run_1/met3.png
Scale bar: 20 um.
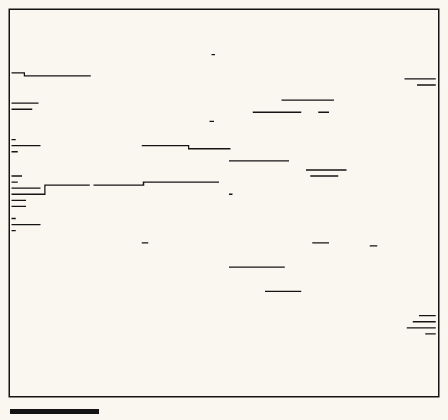
run_1/metal_stack.png
Scale bar: 20 um.
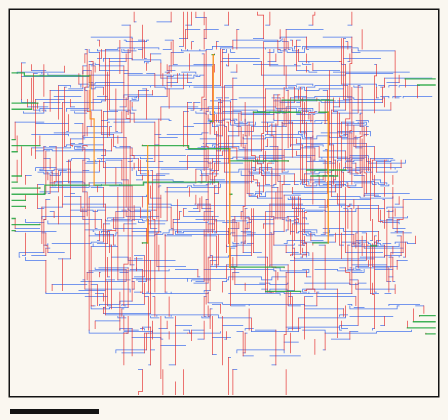
run_1/met4.png
Supply wires on this layer in grey. Cells faint in the background.
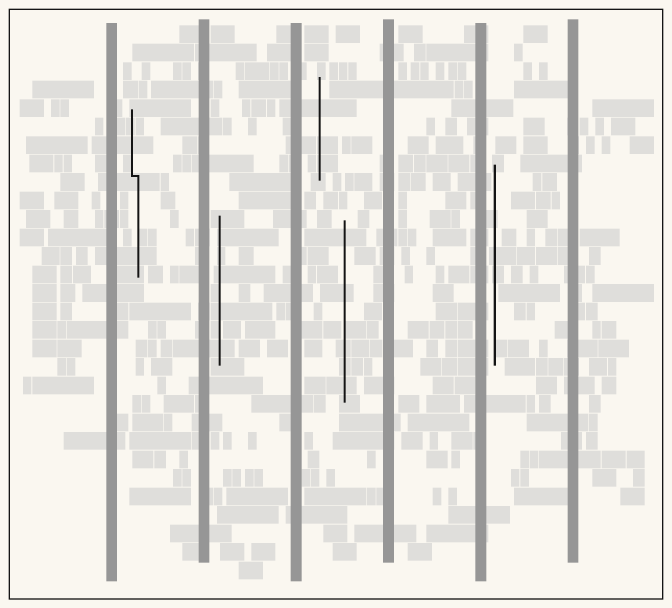
run_1/drive_strength.png
Scale bar: 20 um.
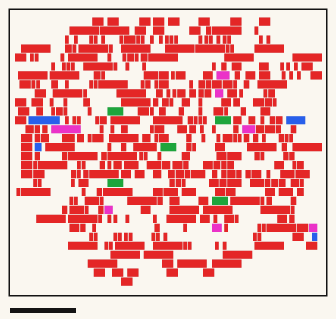
--- src/rtl/booth4_mul.sv ---
// Iterative radix-4 (modified Booth) multiplier with valid/ready handshakes.
// Retires two multiplier bits per cycle; signed or unsigned operands per operation.
module booth4_mul #(
   parameter int WIDTH = 8
) (
   input  logic                 clk,
   input  logic                 rst_n,
   input  logic                 in_valid,
   output logic                 in_ready,
   input  logic [WIDTH-1:0]     x,
   input  logic [WIDTH-1:0]     y,
   input  logic                 is_signed,
   output logic                 out_valid,
   input  logic                 out_ready,
   output logic [2*WIDTH-1:0]   z,
   output logic                 busy
);

   localparam int E  = WIDTH + 2;
   localparam int N  = E / 2;
   localparam int AW = E + 2;
   localparam int MW = E + 1;
   localparam int TW = AW + MW;
   localparam int CW = $clog2(N) + 1;
   localparam logic [CW-1:0] LAST = CW'(N - 1);

   generate
      if ((WIDTH % 2) != 0 || WIDTH < 4) begin : g_bad_width
         $error("booth4_mul: WIDTH must be even and >= 4");
      end
   endgenerate

   typedef enum logic [2:0] {
      IDLE = 3'b001,
      CALC = 3'b010,
      DONE = 3'b100
   } state_t;

   state_t state;
   state_t state_next;

   logic [E-1:0]          xr;
   logic [AW-1:0]         acc;
   logic [MW-1:0]         mreg;
   logic [CW-1:0]         cnt;
   logic [E-1:0]          x_ext;
   logic [E-1:0]          y_ext;
   logic [AW-1:0]         addend;
   logic [AW-1:0]         acc_sum;
   logic signed [TW-1:0]  shifted;
   logic                  last;

   assign last      = (cnt == LAST);
   assign in_ready  = (state == IDLE);
   assign out_valid = (state == DONE);
   assign busy      = (state == CALC) || (state == DONE);

   // State register
   always_ff @(posedge clk or negedge rst_n) begin
      if (!rst_n) begin
         state <= IDLE;
      end else begin
         state <= state_next;
      end
   end

   // Next-state decode; unknown encodings fall back to IDLE
   always_comb begin
      state_next = IDLE;
      case (state)
         IDLE: begin
            if (in_valid) state_next = CALC;
            else          state_next = IDLE;
         end
         CALC: begin
            if (last) state_next = DONE;
            else      state_next = CALC;
         end
         DONE: begin
            if (out_ready) state_next = IDLE;
            else           state_next = DONE;
         end
         default: state_next = IDLE;
      endcase
   end

   // Operand extension to E bits according to the requested mode
   always_comb begin
      if (is_signed) begin
         x_ext = {{2{x[WIDTH-1]}}, x};
         y_ext = {{2{y[WIDTH-1]}}, y};
      end else begin
         x_ext = {2'b00, x};
         y_ext = {2'b00, y};
      end
   end

   // Booth digit recoding of the low 3-bit window of the multiplier
   always_comb begin
      addend = {AW{1'b0}};
      case (mreg[2:0])
         3'b001, 3'b010: addend = {{2{xr[E-1]}}, xr};
         3'b011:         addend = {xr[E-1], xr, 1'b0};
         3'b100:         addend = -{xr[E-1], xr, 1'b0};
         3'b101, 3'b110: addend = -{{2{xr[E-1]}}, xr};
         default:        addend = {AW{1'b0}};
      endcase
   end

   assign acc_sum = acc + addend;
   // After the final shift the product sits one bit above the bottom of the register
   assign shifted = $signed({acc_sum, mreg}) >>> 2'd2;

   // Datapath: capture in IDLE, iterate in CALC, latch product on the last step
   always_ff @(posedge clk or negedge rst_n) begin
      if (!rst_n) begin
         xr   <= {E{1'b0}};
         acc  <= {AW{1'b0}};
         mreg <= {MW{1'b0}};
         cnt  <= {CW{1'b0}};
         z    <= {(2*WIDTH){1'b0}};
      end else begin
         case (state)
            IDLE: begin
               if (in_valid) begin
                  xr   <= x_ext;
                  acc  <= {AW{1'b0}};
                  mreg <= {y_ext, 1'b0};
                  cnt  <= {CW{1'b0}};
               end
            end
            CALC: begin
               acc  <= shifted[TW-1:MW];
               mreg <= shifted[MW-1:0];
               cnt  <= cnt + CW'(1);
               if (last) begin
                  z <= shifted[2*WIDTH:1];
               end
            end
            default: begin
               cnt <= cnt;
            end
         endcase
      end
   end

endmodule

--- config.mk ---
export PLATFORM = sky130hd
export DESIGN_NAME = booth4_mul
export DESIGN_NICKNAME = d
export VERILOG_FILES = /design/src/rtl/booth4_mul.sv
export SDC_FILE = /design/constraint.sdc
export NUM_CORES = 1
export LEC_CHECK = 0
export CORE_ASPECT_RATIO = 0.9
export CORE_UTILIZATION = 40
export DETAILED_ROUTE_END_ITERATION = 8
export HOLD_SLACK_MARGIN = 0.02
export PLACE_DENSITY = 0.67
export SETUP_SLACK_MARGIN = 0.5
export SYNTH_ARGS = -nofsm -noshare
export SYNTH_HDL_FRONTEND = slang
export SYNTH_SLANG_ARGS = --single-unit
--- constraint.sdc ---
create_clock -name clk -period 5.39 [get_ports clk]
set_clock_uncertainty 0.1 [all_clocks]
set_input_delay 0.539 -clock clk [delete_from_list [all_inputs] [get_ports clk]]
set_output_delay 0.539 -clock clk [all_outputs]
set_load 0.05 [all_outputs]
==> results_dict.tcl, run 1 <==
# place-and-route summary
set metrics [dict create \
    status "finished, final reports clean" \
    numCtsBuffers 5 \
    seq_power_share 0.308 \
    n_antenna_cell 0 \
    seq_power_mw 0.755 \
    p_per_area_nw_per_um2 662 \
    cts_root_buffer "clkbuf_8" \
    crit_buf_inv 1 \
    p_comb_frac 0.597 \
    antenna_left 0 \
    async_reset_ff_frac 1.00 \
    fin_crit_ns 3.57 \
    maxCapViolCount 0 \
    max_freq_mhz 280 \
    critPathArrivalTime_ns 3.73 \
    cts_setup_buffers 0 \
    power.share.clock 0.095 \
    cp-endpoint "acc[10]$_DFFE_PN0P_" \
    drtIter0Drc 152 \
    flop-count 53 \
    htreeDepth 2 \
    warnings 27 \
    setup_viol_count_final 0 \
    comb_cells 299 \
    rsz0062_at_grt "no" \
    hold_violations 0 \
    crit_path_cell_trace "inv_1, ha_1, nand2b_1, or3_1, o21ai_1, xnor2_1, a221oi_1, nor2_1, ha_1, a21o_1, o2111ai_1, a31oi_1, xor2_1, or3_1, nand3_1" \
    top_area_cell "dfrtp_1" \
    synth_top_area_share 0.410 \
    top_area_cell_class "combinational gates" \
    cp.required_ns 5.55 \
    nets 447 \
    relSlewSlack 0.282 \
    mostFrequentLayoutCell "nand2_1" \
    crit_family "AND-OR/OR-AND gates" \
    synthesis.nets 419 \
    grt_max_degree 54 \
    cts_buffer_depth 2 \
    cts.sinks 53 \
    layout.non_clock_inverters 11 \
    synth_top_flop_cell "dfrtp_1" \
    sh_seq_area 0.358 \
    ys_ff 53 \
    swShare 0.495 \
    tritoncts "done" \
]
## Picture notes: met3.png
share of all routed wire	3.2%
wire length on this layer	234 um
longest straight run	16.8 um

## Picture notes: metal_stack.png
colour	layer	wire length
red	met2	3330 um
orange	met4	118 um
green	met3	234 um
blue	met1	3680 um
total wire length: 7.36 mm
Via Count: 2734
Global Route Usage Sum: 0.197

## Picture notes: met4.png
share of all routed wire	1.6%
wire length on this layer	118 um
longest straight run	29.2 um
nets with wire on the layer	4

## Picture notes: drive_strength.png
colour	size	cells	share
red	drive 1 or less	396	96%
magenta	drive 3 to 4	7	1.7%
blue	drive 2	4	0.97%
green	drive 6 and up	5	1.2%
synth-to-layout area growth: 16.9%
final worst slack: 1.82 ns

==> run 1: per-stage QoR <==
stage          worst slack (ns)   util  power [mW]
2_1_floorplan              2.11      -        1.85
3_3_place_gp               1.95  0.475        2.20
3_5_place_dp               1.85  0.475        2.23
4_1_cts                    1.84  0.487        2.47
5_1_grt                    1.55  0.487        2.66
6_report                   1.82  0.487        2.45
==> run 1: layer usage <==
layer	vias up	part of all wire	global-route usage	wire length [um]
met5	-	0	0	0
met4	0	0.016	0.0448	117
met3	12	0.032	0.0430	233
met2	42	0.45	0.310	3330
met1	1315	0.50	0.277	3680
li1	1365	-	-	-
==> run 1: cell families after synthesis <==
family / Yosys count
fa+ha+maj: 15
xor+xnor: 19
compound gates: 89
buf+inv: 31
mux: 3
flops: 53
simple gates: 173
--- run 2 (diff from run 1) ---
==> constraint.sdc (replaced) <==
create_clock -name clk -period 3.5 [get_ports clk]
set_clock_uncertainty 0.1 [all_clocks]
set_input_delay 0.35 -clock clk [delete_from_list [all_inputs] [get_ports clk]]
set_output_delay 0.35 -clock clk [all_outputs]
set_load 0.05 [all_outputs]
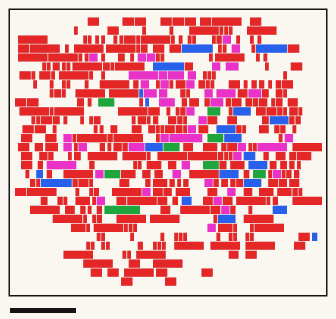
run_2/drive_strength.png
Scale bar: 20 um.
colour	size	cells	share
blue	drive 2	20	4.5%
red	drive 1 or less	370	83%
green	drive 6 and up	8	1.8%
magenta	drive 3 to 4	46	10%
synth-to-layout area growth: 30.5%
final worst slack: 0.257 ns

==> results_dict.tcl, run 2 <==
# place-and-route summary
set metrics [dict create \
    cts.sinks 53 \
    top_area_cell_class "combinational gates" \
    status "finished, final reports clean" \
    maxCapViolCount 0 \
    rsz0062_at_grt "yes" \
    grt_max_degree 37 \
    relSlewSlack 0.439 \
    setup_viol_count_final 0 \
    p_comb_frac 0.658 \
    comb_cells 299 \
    n_antenna_cell 0 \
    cts_buffer_depth 2 \
    use_met1 0.283 \
    crit_path_cell_trace "inv_2, ha_4, nand2b_4, or3_4, o21ai_4, xnor2_2, a221oi_2, nor2_1, ha_1, a21o_1, o2111ai_2, a31oi_1, xor2_1, or3_1, nand3_1" \
    fin_util 0.544 \
    track_usage 0.203 \
    flop-count 53 \
    grt_use_met2 0.336 \
    top_area_cell "dfrtp_1" \
    p_per_area_nw_per_um2 1090 \
    synthesis.nets 419 \
    antenna_left 0 \
    max_freq_mhz 308 \
]
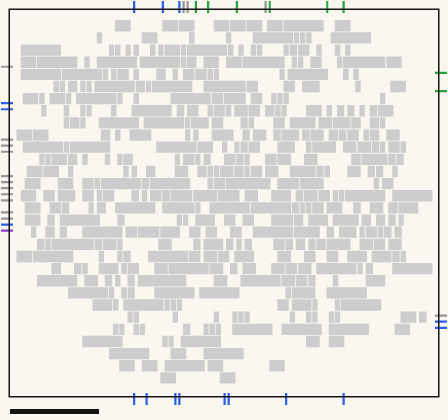
run_2/pins.png
Scale bar: 20 um. Pins as bars across the die edge, other pins in grey.
colour	port	pins	direction	edge
blue	z	16	output	8 bottom, 3 top, 3 left, 2 right
purple	busy	1	output	left
green	x	8	input	6 top, 2 right

## run 2: cell counts after synthesis
Identical to the previous run, type by type.
## run 2: final timing paths
check | startpoint | end | slack [ns] | cells past startpoint
max reg2reg | xr[1]$_DFFE_PN0P_ | acc[10]$_DFFE_PN0P_ | 0.26 | 15
min | rst_n | acc[8]$_DFFE_PN0P_ | 0.03 | 1
max | xr[1]$_DFFE_PN0P_ | acc[10]$_DFFE_PN0P_ | 0.26 | 15
min in group clk | z[6]$_DFFE_PN0P_ | z[6]$_DFFE_PN0P_ | 0.39 | 2
min reg2reg | z[6]$_DFFE_PN0P_ | z[6]$_DFFE_PN0P_ | 0.39 | 2
max in group asynchronous | rst_n | xr[2]$_DFFE_PN0P_ | 2.48 | 2
--- run 3 (diff from run 2) ---
--- a/config.mk
+++ b/config.mk
@@ -5,6 +5,7 @@
 export SDC_FILE = /design/constraint.sdc
 export NUM_CORES = 1
 export LEC_CHECK = 0
+export ABC_AREA = 1
 export CORE_ASPECT_RATIO = 0.9
 export CORE_UTILIZATION = 40
 export DETAILED_ROUTE_END_ITERATION = 8
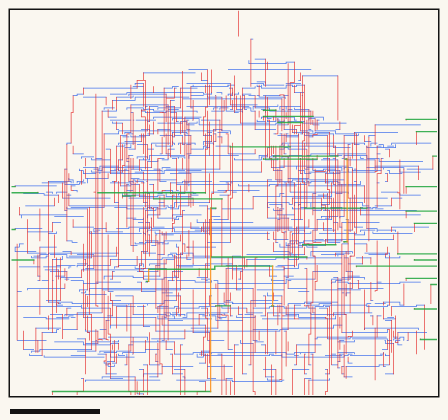
run_3/metal_stack.png
Scale bar: 20 um.
colour	layer	wire length
red	met2	3240 um
green	met3	302 um
orange	met4	70.7 um
blue	met1	3600 um

==> results_dict.tcl, run 3 <==
# place-and-route summary
set metrics [dict create \
    status "finished, final reports clean" \
    cp-endpoint "z[15]$_DFFE_PN0P_" \
    preCtsSetupSlack_ns 0.600 \
    mostFrequentLayoutCell "nand2_1" \
    fin_util 0.498 \
    p_comb_frac 0.635 \
    setup_slack_ns 0.658 \
    r2r-start "xr[1]$_DFFE_PN0P_" \
    sh_seq_area 0.354 \
    track_usage 0.191 \
    ff2ff_setup_slack_ns 0.66 \
    highest_layer "met4" \
    max_freq_mhz 352 \
    use_met1 0.276 \
    synth_top_area_share 0.416 \
    seq_power_share 0.256 \
    grt_use_met2 0.297 \
    grt_use_met3 0.0355 \
    grt.busiest_layer "met2" \
    comb_cells 265 \
    synth_top_flop_cell "dfrtp_1" \
    relSlewSlack 0.426 \
    power.share.clock 0.109 \
    async_reset_ff_frac 1.00 \
    wl_mm 7.22 \
    dr_wl_met3_um 301 \
    seq_power_mw 1.01 \
    top_area_cell_class "combinational gates" \
    rsz0062_at_grt "yes" \
    cts_buffer_depth 2 \
    setup_viol_count_final 0 \
    warnings 28 \
    n_antenna_cell 0 \
]
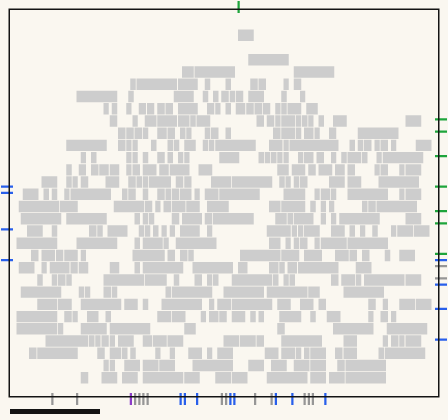
run_3/pins.png
Scale bar: 20 um. Pins as bars across the die edge, other pins in grey.
colour	port	pins	direction	edge
purple	busy	1	output	bottom
green	x	8	input	7 right, 1 top
blue	z	16	output	8 bottom, 4 right, 4 left

-- run 3: cell types whose count changed in the layout (fill, tap and decap cells not counted), sizes merged, moves of 7 or more --
cell and delta:
inv +39, buf -27, nand3 +17, a31oi -16
nand2 -13, nor2 -9, nor3 +9, xnor2 -8
a22o -7
-- run 3: worst max-delay path, cell delays in order, from the launching register on --
cell	delay, ns
dfrtp_1	0.42
inv_1	0.11
ha_1	0.17
inv_1	0.09
nor3_4	0.15
nand3_1	0.11
xnor2_1	0.15
inv_1	0.07
nand2_1	0.06
o2111ai_1	0.10
ha_1	0.39
a21oi_2	0.19
o21ai_1	0.12
or3_1	0.38
nand3_1	0.08
nand2_1	0.05
-- run 3: what timing repair did --
| action | CTS | global route |
|---|---|---|
| endpoints found under the setup margin | 0 | 8 |
| buffers inserted | 0 | 3 |
| resized | 0 | 8 |
Power figures rest on the tool's default switching activity, not on a simulated workload.
